Figure 1. Track usage over the die.
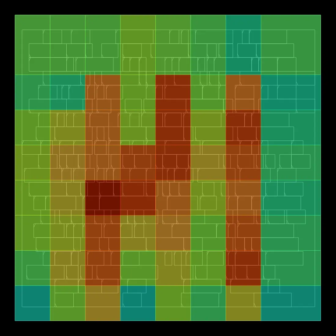
Figure 2. Wiring by layer.
Bar = 20 um. Only two layers are drawn.
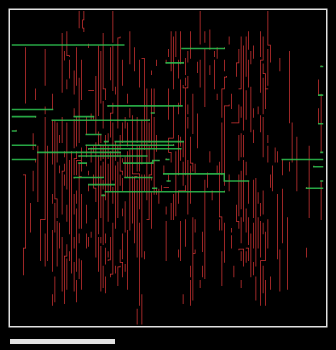
[src/rtl/uart_rx_cfg.sv]
// uart_rx_cfg - parametrised UART receiver with a valid/ready holding register.
//
// Configure the receiver through these parameters:
//   CLKS_PER_BIT - clk cycles per bit; must be >= 8.
//   DATA_BITS    - data bits per frame, 5..9, LSB first.
//   PARITY       - 0 = none, 1 = even, 2 = odd.
//   STOP_BITS    - 1 or 2.
//
// Ports:
//   clk, rst_n              - rising-edge clock; synchronous active-low reset.
//   rx                      - serial line (idle high).
//   rx_data, rx_valid       - received word and its valid flag.
//   rx_ready                - consumer handshake.
//   parity_err, frame_err   - error flags for the held word; qualified by rx_valid.
//   overrun, overrun_clr    - sticky overrun flag and its clear pulse.
//   busy, rx_state          - FSM status (debug).
//
// Optional feature:
//   UART_RX_MAJORITY_EN - when defined, each bit is the 2-of-3 majority of rx
//   sampled at centre-1, centre and centre+1. The decision is taken at
//   centre+1, so every sample point, and delivery, moves one cycle later.
module uart_rx_cfg #(
  parameter int CLKS_PER_BIT = 434,
  parameter int DATA_BITS    = 8,
  parameter int PARITY       = 0,
  parameter int STOP_BITS    = 1
) (
  input  logic                 clk,
  input  logic                 rst_n,
  input  logic                 rx,
  output logic [DATA_BITS-1:0] rx_data,
  output logic                 rx_valid,
  input  logic                 rx_ready,
  output logic                 parity_err,
  output logic                 frame_err,
  output logic                 overrun,
  input  logic                 overrun_clr,
  output logic                 busy,
  output logic [2:0]           rx_state
);

  localparam int CW = $clog2(CLKS_PER_BIT);
  localparam logic [CW-1:0] BIT_END   = CW'(CLKS_PER_BIT - 1);
  localparam logic [3:0]    DATA_LAST = 4'(DATA_BITS - 1);
  localparam logic [3:0]    STOP_LAST = 4'(STOP_BITS - 1);

  typedef enum logic [2:0] {
    S_IDLE   = 3'd0,
    S_START  = 3'd1,
    S_DATA   = 3'd2,
    S_PARITY = 3'd3,
    S_STOP   = 3'd4,
    S_WAIT   = 3'd5
  } state_t;

  state_t                 state, state_nxt;
  logic [CW-1:0]          cnt;
  logic [3:0]             bit_idx;
  logic [DATA_BITS-1:0]   shreg;
  logic                   par_pend, frm_pend, deliver;
  logic                   samp, tick, last_stop;

`ifdef UART_RX_MAJORITY_EN
  // Centre-1 and centre values trail rx. Combined with rx itself (centre+1),
  // they form the vote at the decision edge.
  localparam logic [CW-1:0] START_END = CW'(CLKS_PER_BIT / 2);
  logic rx_d1, rx_d2;
  always_ff @(posedge clk) begin
    if (!rst_n) begin
      rx_d1 <= 1'b1;
      rx_d2 <= 1'b1;
    end else begin
      rx_d1 <= rx;
      rx_d2 <= rx_d1;
    end
  end
  assign samp = (rx & rx_d1) | (rx & rx_d2) | (rx_d1 & rx_d2);
`else
  localparam logic [CW-1:0] START_END = CW'(CLKS_PER_BIT / 2 - 1);
  assign samp = rx;
`endif

  // The start check happens at mid start-bit. Every later tick is one full
  // bit period after the previous one, so samples land on bit centres.
  assign tick      = (state == S_START) ? (cnt == START_END) : (cnt == BIT_END);
  assign last_stop = (state == S_STOP) && tick && (bit_idx == STOP_LAST);

  // State register.
  always_ff @(posedge clk) begin
    if (!rst_n) state <= S_IDLE;
    else        state <= state_nxt;
  end

  // Next-state logic.
  always_comb begin
    state_nxt = state;
    case (state)
      S_IDLE:   if (!rx) state_nxt = S_START;
      S_START:  if (tick) state_nxt = samp ? S_IDLE : S_DATA;
      S_DATA:   if (tick && bit_idx == DATA_LAST)
                  state_nxt = (PARITY != 0) ? S_PARITY : S_STOP;
      S_PARITY: if (tick) state_nxt = S_STOP;
      // A low stop bit may be a break. Park until the line returns high, so a
      // held-low line produces only one errored word.
      S_STOP:   if (last_stop) state_nxt = (frm_pend || !samp) ? S_WAIT : S_IDLE;
      S_WAIT:   if (rx) state_nxt = S_IDLE;
      default:  state_nxt = S_IDLE;
    endcase
  end

  // Outputs derived from the state.
  always_comb begin
    busy     = (state != S_IDLE);
    rx_state = state;
  end

  // Bit timing, shift register and pending error flags.
  always_ff @(posedge clk) begin
    if (!rst_n) begin
      cnt      <= '0;
      bit_idx  <= '0;
      shreg    <= '0;
      par_pend <= 1'b0;
      frm_pend <= 1'b0;
      deliver  <= 1'b0;
    end else begin
      deliver <= last_stop;
      if (state == S_IDLE || state == S_WAIT || tick) cnt <= '0;
      else                                            cnt <= cnt + CW'(1);
      if (state_nxt != state)                            bit_idx <= '0;
      else if (tick && (state == S_DATA || state == S_STOP)) bit_idx <= bit_idx + 4'd1;
      if (state == S_START && tick) begin
        par_pend <= 1'b0;
        frm_pend <= 1'b0;
      end
      if (state == S_DATA && tick)   shreg <= {samp, shreg[DATA_BITS-1:1]};
      // Even parity: the bit should equal XOR(data). Odd parity: it should
      // equal the inverse of XOR(data).
      if (state == S_PARITY && tick) par_pend <= samp ^ (^shreg) ^ (PARITY == 2);
      if (state == S_STOP && tick && !samp) frm_pend <= 1'b1;
    end
  end

  // Holding register with valid/ready handshake and sticky overrun.
  always_ff @(posedge clk) begin
    if (!rst_n) begin
      rx_data    <= '0;
      rx_valid   <= 1'b0;
      parity_err <= 1'b0;
      frame_err  <= 1'b0;
      overrun    <= 1'b0;
    end else begin
      if (deliver && (!rx_valid || rx_ready)) begin
        rx_data    <= shreg;
        parity_err <= par_pend;
        frame_err  <= frm_pend;
        rx_valid   <= 1'b1;
      end else if (rx_valid && rx_ready) begin
        rx_valid <= 1'b0;
      end
      if (deliver && rx_valid && !rx_ready) overrun <= 1'b1;
      else if (overrun_clr)                 overrun <= 1'b0;
    end
  end

endmodule

[config.mk]
export PLATFORM = sky130hd
export DESIGN_NAME = uart_rx_cfg
export DESIGN_NICKNAME = d
export VERILOG_FILES = /design/src/rtl/uart_rx_cfg.sv
export SDC_FILE = /design/constraint.sdc
export NUM_CORES = 1
export LEC_CHECK = 0
export ABC_AREA = 0
export CAP_MARGIN = 20
export CORE_UTILIZATION = 60
export DETAILED_ROUTE_END_ITERATION = 8
export PLACE_DENSITY = 0.82
export SYNTH_ARGS = -nofsm -noshare
export SYNTH_HDL_FRONTEND = slang
export SYNTH_SLANG_ARGS = --single-unit
[constraint.sdc]
create_clock -name clk -period 4.04 [get_ports clk]
set_input_delay 0.606 -clock clk [delete_from_list [all_inputs] [get_ports clk]]
set_output_delay 0.606 -clock clk [all_outputs]
set_load 0.02 [all_outputs]
==> notes.md <==
Implementation results.

The flow ran to the end, and the final reports show no timing, DRC or antenna violations. Per the final report, the share of cell area in non-clock buffers is 8.644%. The clock period minus worst slack is 2.503 ns.

The chip area is 3604 sq um. The number of synthesis warnings is 0. The proportion of cell area occupied by registers is 33.71%. The number of buffers outside the clock class in the layout is 20. Of the total power, the share spent switching nets is 20.52%. The total of cells resized after clock tree synthesis is 0. The count of library flops with an enable pin is 0.

Counting only logic cells after layout, the most numerous master is dfxtp_1. By count the netlist is led by dfxtp_1 (39), nand2_1 (22), nor2_1 (20). The number of multi-input combinational cells in the layout is 163. The cell family contributing the most delay on the critical path is flip-flops. The multi-input gate share of total cell area is 49.76%. Looking at the power breakdown, the clock network takes 43.1% of the total. In this run the critical register-to-register path is launched from rx_state[0]. The slowest cell on the critical path is dfxtp_1. The total of max-cap violations is 0. The critical path launch point type is a flop. The post-route antenna net violation count is 0.

By area the synthesized netlist is led by dfxtp_1 (39%), mux2i_1 (5.4%), xnor2_1 (4.8%), nand2_1 (4.1%), nor2_1 (3.7%). The transition time of the tightest slew-check pin is 0.7056 ns. On the reported timing paths, the clock transition at the registers reads 0.11 ns. The initial DRC count is 130. The normalized max-slew margin is 52.91%. Per the OpenROAD floorplan log, the area of the core is 3128 sq um. The largest cell class by area is multi-input combinational cells. The leakage component of the power was reported as 0.0008766 uW.
Notes on Figure 1 above:
Global Route met3 Usage: 8.874%
average wire length per cell after detail routing: 14.70 um
core utilization of the finished layout: 74.04%
met2 demand-to-capacity share in global routing: 41.90%
Global Route met1 Usage: 31.80%

Notes on Figure 2 above:
| layer | colour | wire length |
|---|---|---|
| M3 | green | 249 um |
| M2 | red | 1930 um |
total vias in the final route: 1636
GRT Resource Usage Total: 25.83%
routed wire length: 4131 um

-- routing by layer --
metal | wire length, um | track usage (%) | up-vias
li1 | - | - | 796
met1 | 1877 | 31.80 | 773
met2 | 1929 | 41.90 | 55
met3 | 248 | 8.874 | 12
met4 | 76 | 8.970 | 0
met5 | 0 | 0 | -
-- power by group through the flow --
stage | combinational [uW] | clock, uW | sequential [uW]
2_1_floorplan | 24.5 | 0 | 398
3_3_place_gp | 31.8 | 0 | 400
3_5_place_dp | 32.9 | 0 | 400
4_1_cts | 33.3 | 325 | 391
5_1_grt | 35.9 | 341 | 392
6_report | 33.7 | 322 | 392
-- worst register-to-register path, stage by stage, from the launching register on --
cell     delay [ns]
dfxtp_1        0.73
nor3b_4        0.37
o41ai_2        0.13
or3_1          0.56
nor2_2         0.17
No activity file was given, so power comes from the tool's default toggle rates.
